$ cat src/rtl/xdma_finish_tx.sv
// Finish-write transmitter: queues {addr, dma_id} finish requests and issues
// each one as a single-beat write, waiting for its response before the next.
module xdma_finish_tx #(
  parameter int AddrWidth = 48,
  parameter int DataWidth = 512,
  parameter int IdWidth   = 8,
  parameter int FifoDepth = 4
) (
  input  logic                 clk_i,
  input  logic                 rst_i,
  input  logic                 finish_valid_i,
  output logic                 finish_ready_o,
  input  logic [AddrWidth-1:0] finish_addr_i,
  input  logic [IdWidth-1:0]   finish_dma_id_i,
  output logic                 aw_valid_o,
  input  logic                 aw_ready_i,
  output logic [AddrWidth-1:0] aw_addr_o,
  output logic                 w_valid_o,
  input  logic                 w_ready_i,
  output logic [DataWidth-1:0] w_data_o,
  output logic                 w_last_o,
  input  logic                 b_valid_i,
  output logic                 b_ready_o,
  input  logic [1:0]           b_resp_i,
  output logic                 busy_o,
  output logic                 error_o,
  output logic [31:0]          sent_cnt_o
);

  localparam int PtrW = $clog2(FifoDepth);
  localparam logic [PtrW:0] Full = (PtrW+1)'(FifoDepth);

  typedef enum logic [1:0] {
    Idle     = 2'd0,
    Issue    = 2'd1,
    WaitResp = 2'd2
  } state_t;

  logic [AddrWidth-1:0] addr_mem [FifoDepth];
  logic [IdWidth-1:0]   id_mem   [FifoDepth];
  logic [PtrW-1:0]      wr_ptr;
  logic [PtrW-1:0]      rd_ptr;
  logic [PtrW:0]        count;
  state_t               state;
  logic                 aw_done;
  logic                 w_done;

  logic push;
  logic pop;
  logic aw_fire;
  logic w_fire;

  assign finish_ready_o = (count != Full);
  assign push    = finish_valid_i && finish_ready_o;
  assign pop     = b_valid_i && b_ready_o;
  assign aw_fire = aw_valid_o && aw_ready_i;
  assign w_fire  = w_valid_o && w_ready_i;

  assign aw_addr_o = addr_mem[rd_ptr];
  assign w_last_o  = w_valid_o;
  assign busy_o    = (count != '0) || (state != Idle);

  always_comb begin
    w_data_o = '0;
    w_data_o[IdWidth-1:0] = id_mem[rd_ptr];
  end

  // Storage needs no reset: entries are only read once the occupancy covers them.
  always_ff @(posedge clk_i) begin
    if (push) begin
      addr_mem[wr_ptr] <= finish_addr_i;
      id_mem[wr_ptr]   <= finish_dma_id_i;
    end
  end

  always_ff @(posedge clk_i) begin
    if (rst_i) begin
      wr_ptr <= '0;
      rd_ptr <= '0;
      count  <= '0;
    end else begin
      if (push) wr_ptr <= wr_ptr + PtrW'(1);
      if (pop)  rd_ptr <= rd_ptr + PtrW'(1);
      case ({push, pop})
        2'b10:   count <= count + (PtrW+1)'(1);
        2'b01:   count <= count - (PtrW+1)'(1);
        default: count <= count;
      endcase
    end
  end

  // Idle also sees a same-cycle push so an empty-FIFO request issues one cycle later.
  always_ff @(posedge clk_i) begin
    if (rst_i) begin
      state      <= Idle;
      aw_valid_o <= 1'b0;
      w_valid_o  <= 1'b0;
      b_ready_o  <= 1'b0;
      aw_done    <= 1'b0;
      w_done     <= 1'b0;
      error_o    <= 1'b0;
      sent_cnt_o <= 32'd0;
    end else begin
      case (state)
        Idle: begin
          if ((count != '0) || push) begin
            state      <= Issue;
            aw_valid_o <= 1'b1;
            w_valid_o  <= 1'b1;
            aw_done    <= 1'b0;
            w_done     <= 1'b0;
          end
        end
        Issue: begin
          if (aw_fire) begin
            aw_done    <= 1'b1;
            aw_valid_o <= 1'b0;
          end
          if (w_fire) begin
            w_done    <= 1'b1;
            w_valid_o <= 1'b0;
          end
          if ((aw_done || aw_fire) && (w_done || w_fire)) begin
            state     <= WaitResp;
            b_ready_o <= 1'b1;
          end
        end
        WaitResp: begin
          if (b_valid_i) begin
            state      <= Idle;
            b_ready_o  <= 1'b0;
            sent_cnt_o <= sent_cnt_o + 32'd1;
            if (b_resp_i != 2'b00) error_o <= 1'b1;
          end
        end
        default: begin
          state      <= Idle;
          aw_valid_o <= 1'b0;
          w_valid_o  <= 1'b0;
          b_ready_o  <= 1'b0;
        end
      endcase
    end
  end

endmodule

$ cat config.mk
export PLATFORM = sky130hd
export DESIGN_NAME = xdma_finish_tx
export DESIGN_NICKNAME = d
export VERILOG_FILES = /design/src/rtl/xdma_finish_tx.sv
export SDC_FILE = /design/constraint.sdc
export NUM_CORES = 1
export LEC_CHECK = 0
export CAP_MARGIN = 10
export CORE_AREA = 2 2 255 257
export CTS_CLUSTER_DIAMETER = 120
export DETAILED_ROUTE_END_ITERATION = 10
export DIE_AREA = 0 0 257 259
export GPL_ROUTABILITY_DRIVEN = 0
export GPL_TIMING_DRIVEN = 0
export SLEW_MARGIN = 30
export SYNTH_ARGS = -nofsm -noshare
export SYNTH_HDL_FRONTEND = slang
export SYNTH_SLANG_ARGS = --single-unit
$ cat constraint.sdc
create_clock -name clk_i -period 2.5 [get_ports clk_i]
set_input_delay 0.625 -clock clk_i [delete_from_list [all_inputs] [get_ports clk_i]]
set_output_delay 0.625 -clock clk_i [all_outputs]
set_load 0.01 [all_outputs]
==> run_1/placement.png <==
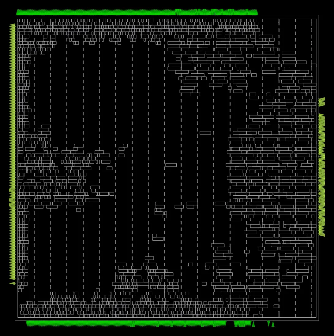
final cell utilization of the core: 0.314
final instance count without filler cells: 2658
filler instances: 6379

==> run_1/sizes.png <==
(2 px per um)
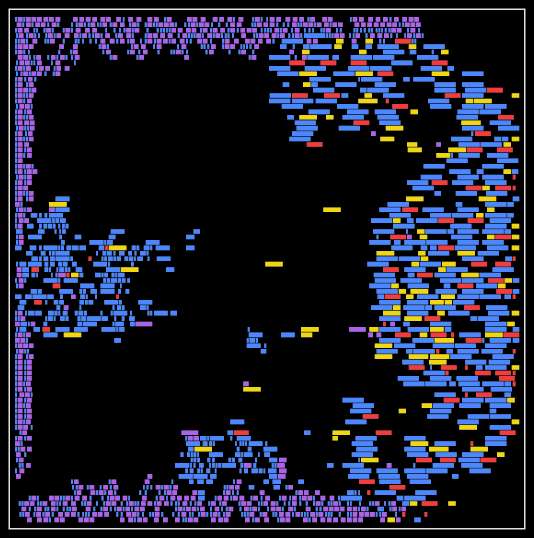
- _3 and _4 cells: purple (cells 526; share 29%)
- _0 and _1 cells: blue (cells 1093; share 61%)
- _2 cells: red (cells 83; share 4.6%)
- _6 and larger: yellow (cells 101; share 5.6%)
Area Growth Syn to Fin: 42.0%
count of plain and timing-repair buffers: 708

==> run_1/io_placement.png <==
(2 px per um) Pins as bars across the die edge, other pins in gray.
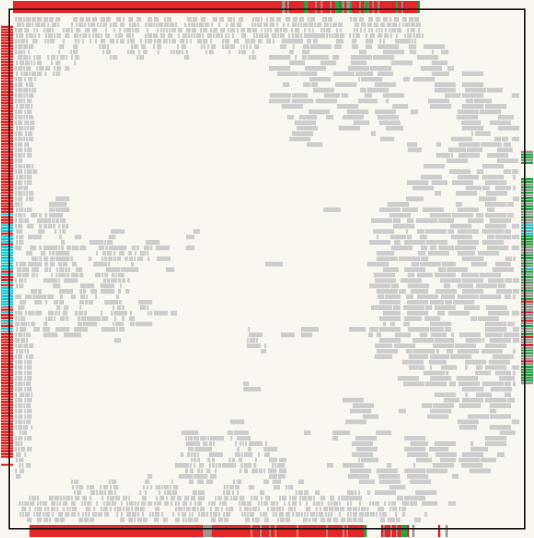
- aw_addr_o: green (pins 48; direction output; edge 34 right, 10 top, 4 bottom)
- sent_cnt_o: cyan (pins 32; direction output; edge 28 left, 4 right)
- w_data_o: red (pins 512; direction output; edge 198 top, 179 bottom, 129 left, 6 right)
die width: 257 um
die extent in y: 259 um
IO buf count: 158

==> reports/summary.rpt, run 1 <==
==========================================================================================
R2r endpoint                                                                      count[2]
Non-clock inverter instance count of the final layout                                   15
Met2 usage                                                                           0.157
Fmax                                                                             0.383 GHz
Main kind of combinational logic by area                                      buffers and inverters
Area of the mapped netlist                                                      14100 um^2
Pleak                                                                              8.95 nW
Clk latency late pin                                                               0.57 ns
Post-synthesis cell type with the largest combined area                           edfxtp_1
I/O pins                                                                               663
Count of yosys warnings during synthesis                                                 0
Total number of multi-input combinational cells                                        755
Pre-antenna DRT Iters                                                                    4
Main flop type                                                                    edfxtp_1
Routed length per instance                                                         12.1 um
Mux area share                                                                      0.0938
Violation tally from detailed-route iteration zero                                     330
Synthesized instance count                                                            1069
Number of enable flip-flop cells                                                       224
Internal reg-to-reg setup slack                                                    0.13 ns
Arr. time, crit path                                                               1.98 ns
Post-detailed-route DRC marker count                                                     0
Yosys Instances                                                                       1069
Fraction of power consumed by combinational cells                                    0.160
Highest layer used for signal routing                                                 met5
Final layout net count                                                                1854
Antenna violations before repair                                                         2
P_clk                                                                              3.97 mW
Post-route cell area                                                            20100 um^2
Tmin final                                                                         2.61 ns
Cell count after placement                                                            2589
Post-CTS Repair Setup Buffers                                                           10
Clock net sink count                                                                   273
Share of total power consumed by net switching                                       0.245
Chip footprint                                                                  66600 um^2
Worst path cell trace                                                         clkbuf_16 -> buf_8 -> buf_16 -> mux4_2 -> buf_6
Synth Area in Simple Gates                                                          0.0437
Top-area cell share                                                                  0.476
Post-detailed-route count of antenna-violating nets                                      0
Number of buffers inserted during clock tree synthesis                                  30
Result of the run                                                             complete, but fails checks
Yosys stat area                                                                 14100 um^2
Wire length of the first global-routing pass                                       46.1 mm
Setup-violating endpoint count in the final report                                      40
Total of max-cap violations                                                              0
Footprint of the multi-input gates                                               4380 um^2
Total length of routed met3 wires                                                  3.14 mm
Total power of the final layout                                                    10.9 mW
CTS tree                                                                              done
Max_slew headroom                                                                    0.546
Diodes inserted                                                                          0
Synth top cell by count                                                              buf_4
Delay of the slowest cell on the worst path                                        0.51 ns
Max-slew violation count                                                                 0
Fraction of power consumed by the clock network                                      0.364
Endpoint kind of the worst setup timing path                                  primary output
Routed vias                                                                           8571
Largest reg by FF count                                                           addr_mem
WS Path Type                                                                       reg2out
Seq group                                                                          5.18 mW
Setup repair after global routing missed its margin                                    yes
Comb area share                                                                      0.218
Sum Neg Setup Slack                                                               -2.34 ns
Cell family contributing the most delay on the critical path                  buffers and inverters
Critical path peak fanout                                                                5
Cell internal power dissipation                                                    8.22 mW
Count of state elements after synthesis                                                273
Hold path depth                                                                          2
Share of layout cells above drive strength 1                                         0.394
Final critical-path setup slack                                                  -0.108 ns
Area fraction in full adders, half adders and majority gates                       0.00673
Combinational cell power                                                           1.74 mW
Cell kind with the greatest summed area                                          registers
Detail Route met2 WL                                                               16.7 mm
Buffer cell driving the clock tree root                                          clkbuf_16
Global Route met1 Usage                                                             0.0978
Sequential fraction of the synthesis area                                            0.545
Number of buffers and inverters on the critical path                                     4
Worst min-delay path endpoint                                                      error_o
Sequential cell area share                                                           0.384
Flop pwr share                                                                       0.476
Flop area                                                                        7720 um^2
Quantity of gates resized following cts                                                325
Crit path max-delay cell type                                                       mux4_2
Post-route met1 wirelength                                                         11.7 mm
Clock edge transition at the registers on the reported setup and hold paths        0.06 ns
Switching power of the nets                                                        2.67 mW
Taps Inserted                                                                          855
Worst setup timing slack at the placement stage                                  -0.758 ns
Kind of start point of the critical path                                         flip-flop
WL final                                                                           32.1 mm
Post-synthesis compound-gate area fraction                                          0.0212
Cells taking the most area after synthesis                                    edfxtp_1 (48%), buf_4 (27%), mux4_2 (8.9%), dfxtp_1 (6.9%), a21oi_1 (0.96%)
Average cell area after synthesis                                                13.2 um^2
Top cells by count, synth                                                     buf_4 (506), edfxtp_1 (224), mux4_2 (56)
Logic depth of the worst path, buffers included                                          5
Most utilized layer in the global route result                                        met2
Clock H-tree levels                                                                      1
Max reg flops                                                                          192
Hold Crit Start                                                                    error_o
Violated checks                                                               negative setup slack
Flop count                                                                             273
GRT Residual Overflow                                                                    0
CTS hold repair buffers                                                                  0
Final hold violation count                                                               0
Clk tree area frac                                                                  0.0436
Final period util                                                                     1.04
Crit Reg-Reg Startpoint                                                           count[2]
Leading registers by flop count                                               addr_mem x192, id_mem x32, sent_cnt_o x32
CP endpoint                                                                   aw_addr_o[18]
Count of cells along the worst register-to-register path                                 9
Group drawing the most power                                                     registers
Number of clock buffers in the layout                                                   34
Final-layout non-clock buffer area share                                             0.298
Maximum number of pins on one net before global-route repair                            39
Number of library cell types mapped by synthesis                                        39
Longest Clk Path Bufs                                                                    3
Detailed Place HPWL                                                                23.8 mm
Overall global routing resource usage                                               0.0879
Worst setup skew after layout                                                   0.00975 ns
Global-route met3 utilization                                                       0.0366
OpenROAD warnings                                                                       31
Core Density at Floorplan                                                            0.221
Worst-case hold slack                                                             0.483 ns
==========================================================================================
==> run_1/io_fan.png <==
(1 px per um)
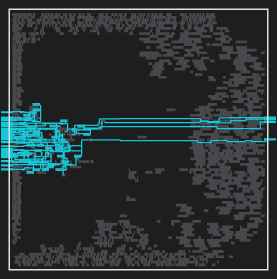

==> run 1 -> run 2 <==
--- a/config.mk
+++ b/config.mk
@@ -6,12 +6,13 @@
 export NUM_CORES = 1
 export LEC_CHECK = 0
 export CAP_MARGIN = 10
-export CORE_AREA = 2 2 255 257
+export CORE_AREA = 2 2 256 258
 export CTS_CLUSTER_DIAMETER = 120
 export DETAILED_ROUTE_END_ITERATION = 10
-export DIE_AREA = 0 0 257 259
+export DIE_AREA = 0 0 258 260
 export GPL_ROUTABILITY_DRIVEN = 0
 export GPL_TIMING_DRIVEN = 0
+export RECOVER_POWER = 50
 export SLEW_MARGIN = 30
 export SYNTH_ARGS = -nofsm -noshare
 export SYNTH_HDL_FRONTEND = slang
==> constraint.sdc (replaced) <==
create_clock -name clk_i -period 3.2 [get_ports clk_i]
set_input_delay 0.8 -clock clk_i [delete_from_list [all_inputs] [get_ports clk_i]]
set_output_delay 0.8 -clock clk_i [all_outputs]
set_load 0.01 [all_outputs]
==> run_2/io_fan.png <==
(1 px per um)
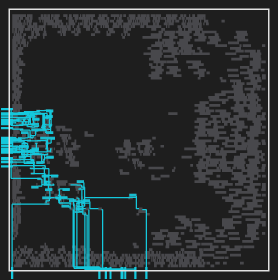
- sent_cnt_o: cyan (direction output; end cells 32; buffers 32; wire 2570 um)
I/O pins: 663

==> run_2/io_placement.png <==
(2 px per um) Pins as bars across the die edge, other pins in gray.
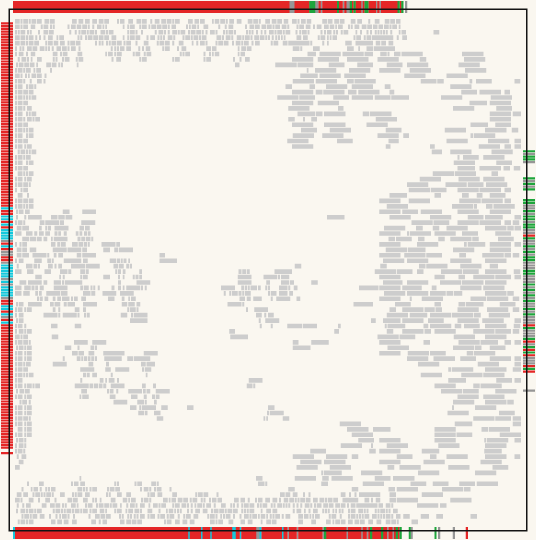
- aw_addr_o: green (pins 48; direction output; edge 31 right, 10 top, 7 bottom)
- sent_cnt_o: cyan (pins 32; direction output; edge 23 left, 9 bottom)
- w_data_o: red (pins 512; direction output; edge 190 top, 188 bottom, 127 left, 7 right)
- all pins by edge: 217 bottom, 213 top, 158 left, 75 right
die extent in y: 260 um
die width: 258 um

==> run 2 against run 1 <==
  * The flow now finishes without violations
  * Largest cell class unchanged
  * Sequential power decreased by 22%
  * Via count about the same
  * Cell area decreased by 1.2%
  * Critical path type unchanged
  * Area after synthesis unchanged
==> reports/summary.rpt, run 2 <==
===========================================================================
Result of the run                                              finished clean   was complete, but fails checks
Cell count after placement                                             2589   unchanged
OpenROAD warnings                                                        30   was 31
Overall global routing resource usage                                0.0882   was 0.0879
Flop pwr share                                                        0.465   was 0.476
Number of enable flip-flop cells                                        224   unchanged
Final instance count without filler cells                              2647   was 2658
Routed vias                                                            8578   was 8571
Seq group                                                           4.05 mW   was 5.18 mW
IO buf count                                                            158   unchanged
Met2 usage                                                            0.164   was 0.157
Filler instances                                                       6423   was 6379
Sequential fraction of the synthesis area                             0.545   unchanged
Antenna violations before repair                                          5   was 2
Average cell area after synthesis                                 13.2 um^2   unchanged
Quantity of gates resized following cts                                  38   was 325
Detail Route met2 WL                                                17.5 mm   was 16.7 mm
Total number of multi-input combinational cells                         755   unchanged
Max_slew headroom                                                    0.0503   was 0.546
Number of library cell types mapped by synthesis                         39   unchanged
Sum Neg Setup Slack                                                    0 ns   was -2.34 ns
Area fraction in full adders, half adders and majority gates        0.00673   unchanged
Synthesized instance count                                             1069   unchanged
Worst-case hold slack                                              0.469 ns   was 0.483 ns
Core Density at Floorplan                                             0.220   was 0.221
Endpoint kind of the worst setup timing path                   primary output   unchanged
Count of plain and timing-repair buffers                                691   was 708
Hold path depth                                                           2   unchanged
Taps Inserted                                                           855   unchanged
Cells taking the most area after synthesis                     edfxtp_1 (48%), buf_4 (27%), mux4_2 (8.9%), dfxtp_1 (6.9%), a21oi_1 (0.96%)   unchanged
Final hold violation count                                                0   unchanged
Final layout net count                                                 1838   was 1854
Comb area share                                                       0.220   was 0.218
R2r endpoint                                                   sent_cnt_o[22]   was count[2]
Top cells by count, synth                                      buf_4 (506), edfxtp_1 (224), mux4_2 (56)   unchanged
Kind of start point of the critical path                          flip-flop   unchanged
Setup repair after global routing missed its margin                     yes   unchanged
Yosys Instances                                                        1069   unchanged
Post-route met1 wirelength                                          12.0 mm   was 11.7 mm
Total length of routed met3 wires                                   2.47 mm   was 3.14 mm
Logic depth of the worst path, buffers included                           4   was 5
Final period util                                                     0.975
Pre-antenna DRT Iters                                                     4   unchanged
Fraction of power consumed by the clock network                       0.383   was 0.364
Final cell utilization of the core                                    0.310   was 0.314
Top-area cell share                                                   0.476   unchanged
Delay of the slowest cell on the worst path                         0.53 ns   was 0.51 ns
Area of the mapped netlist                                       14100 um^2   unchanged
Setup-violating endpoint count in the final report                        0   was 40
Pleak                                                               8.83 nW   was 8.95 nW
Clock H-tree levels                                                       1   unchanged
Synth Area in Simple Gates                                           0.0437   unchanged
P_clk                                                               3.33 mW   was 3.97 mW
Post-detailed-route count of antenna-violating nets                       0   unchanged
Max reg flops                                                           192   unchanged
Post-detailed-route DRC marker count                                      0   unchanged
Worst path cell trace                                          clkbuf_16 -> buf_8 -> mux4_2 -> clkdlybuf4s50_1   was clkbuf_16 -> buf_8 -> buf_16 -> mux4_2 -> buf_6
CP endpoint                                                    aw_addr_o[31]   was aw_addr_o[18]
Count of cells along the worst register-to-register path                  6   was 9
Worst setup timing slack at the placement stage                   -0.235 ns   was -0.758 ns
Final-layout non-clock buffer area share                              0.287   was 0.298
===========================================================================
==> run_2/sizes.png <==
(2 px per um)
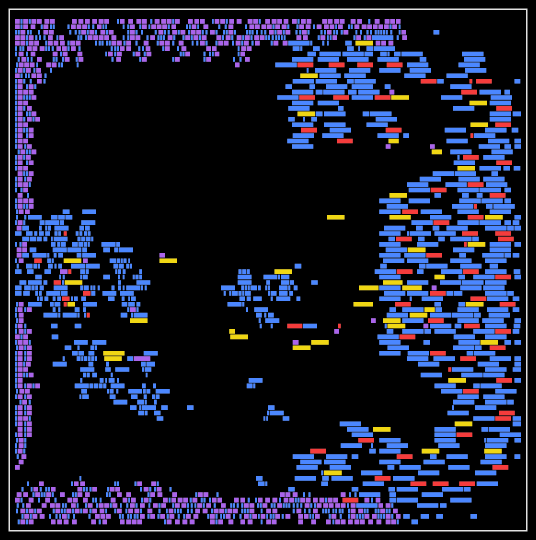
- _0 and _1 cells: blue (cells 1157; share 65%)
- _6 and larger: yellow (cells 44; share 2.5%)
- _2 cells: red (cells 71; share 4.0%)
- _3 and _4 cells: purple (cells 518; share 29%)
Area Growth Syn to Fin: 40.4%
post-route cell area: 19800 um^2

Power and IR drop assume default switching activity.
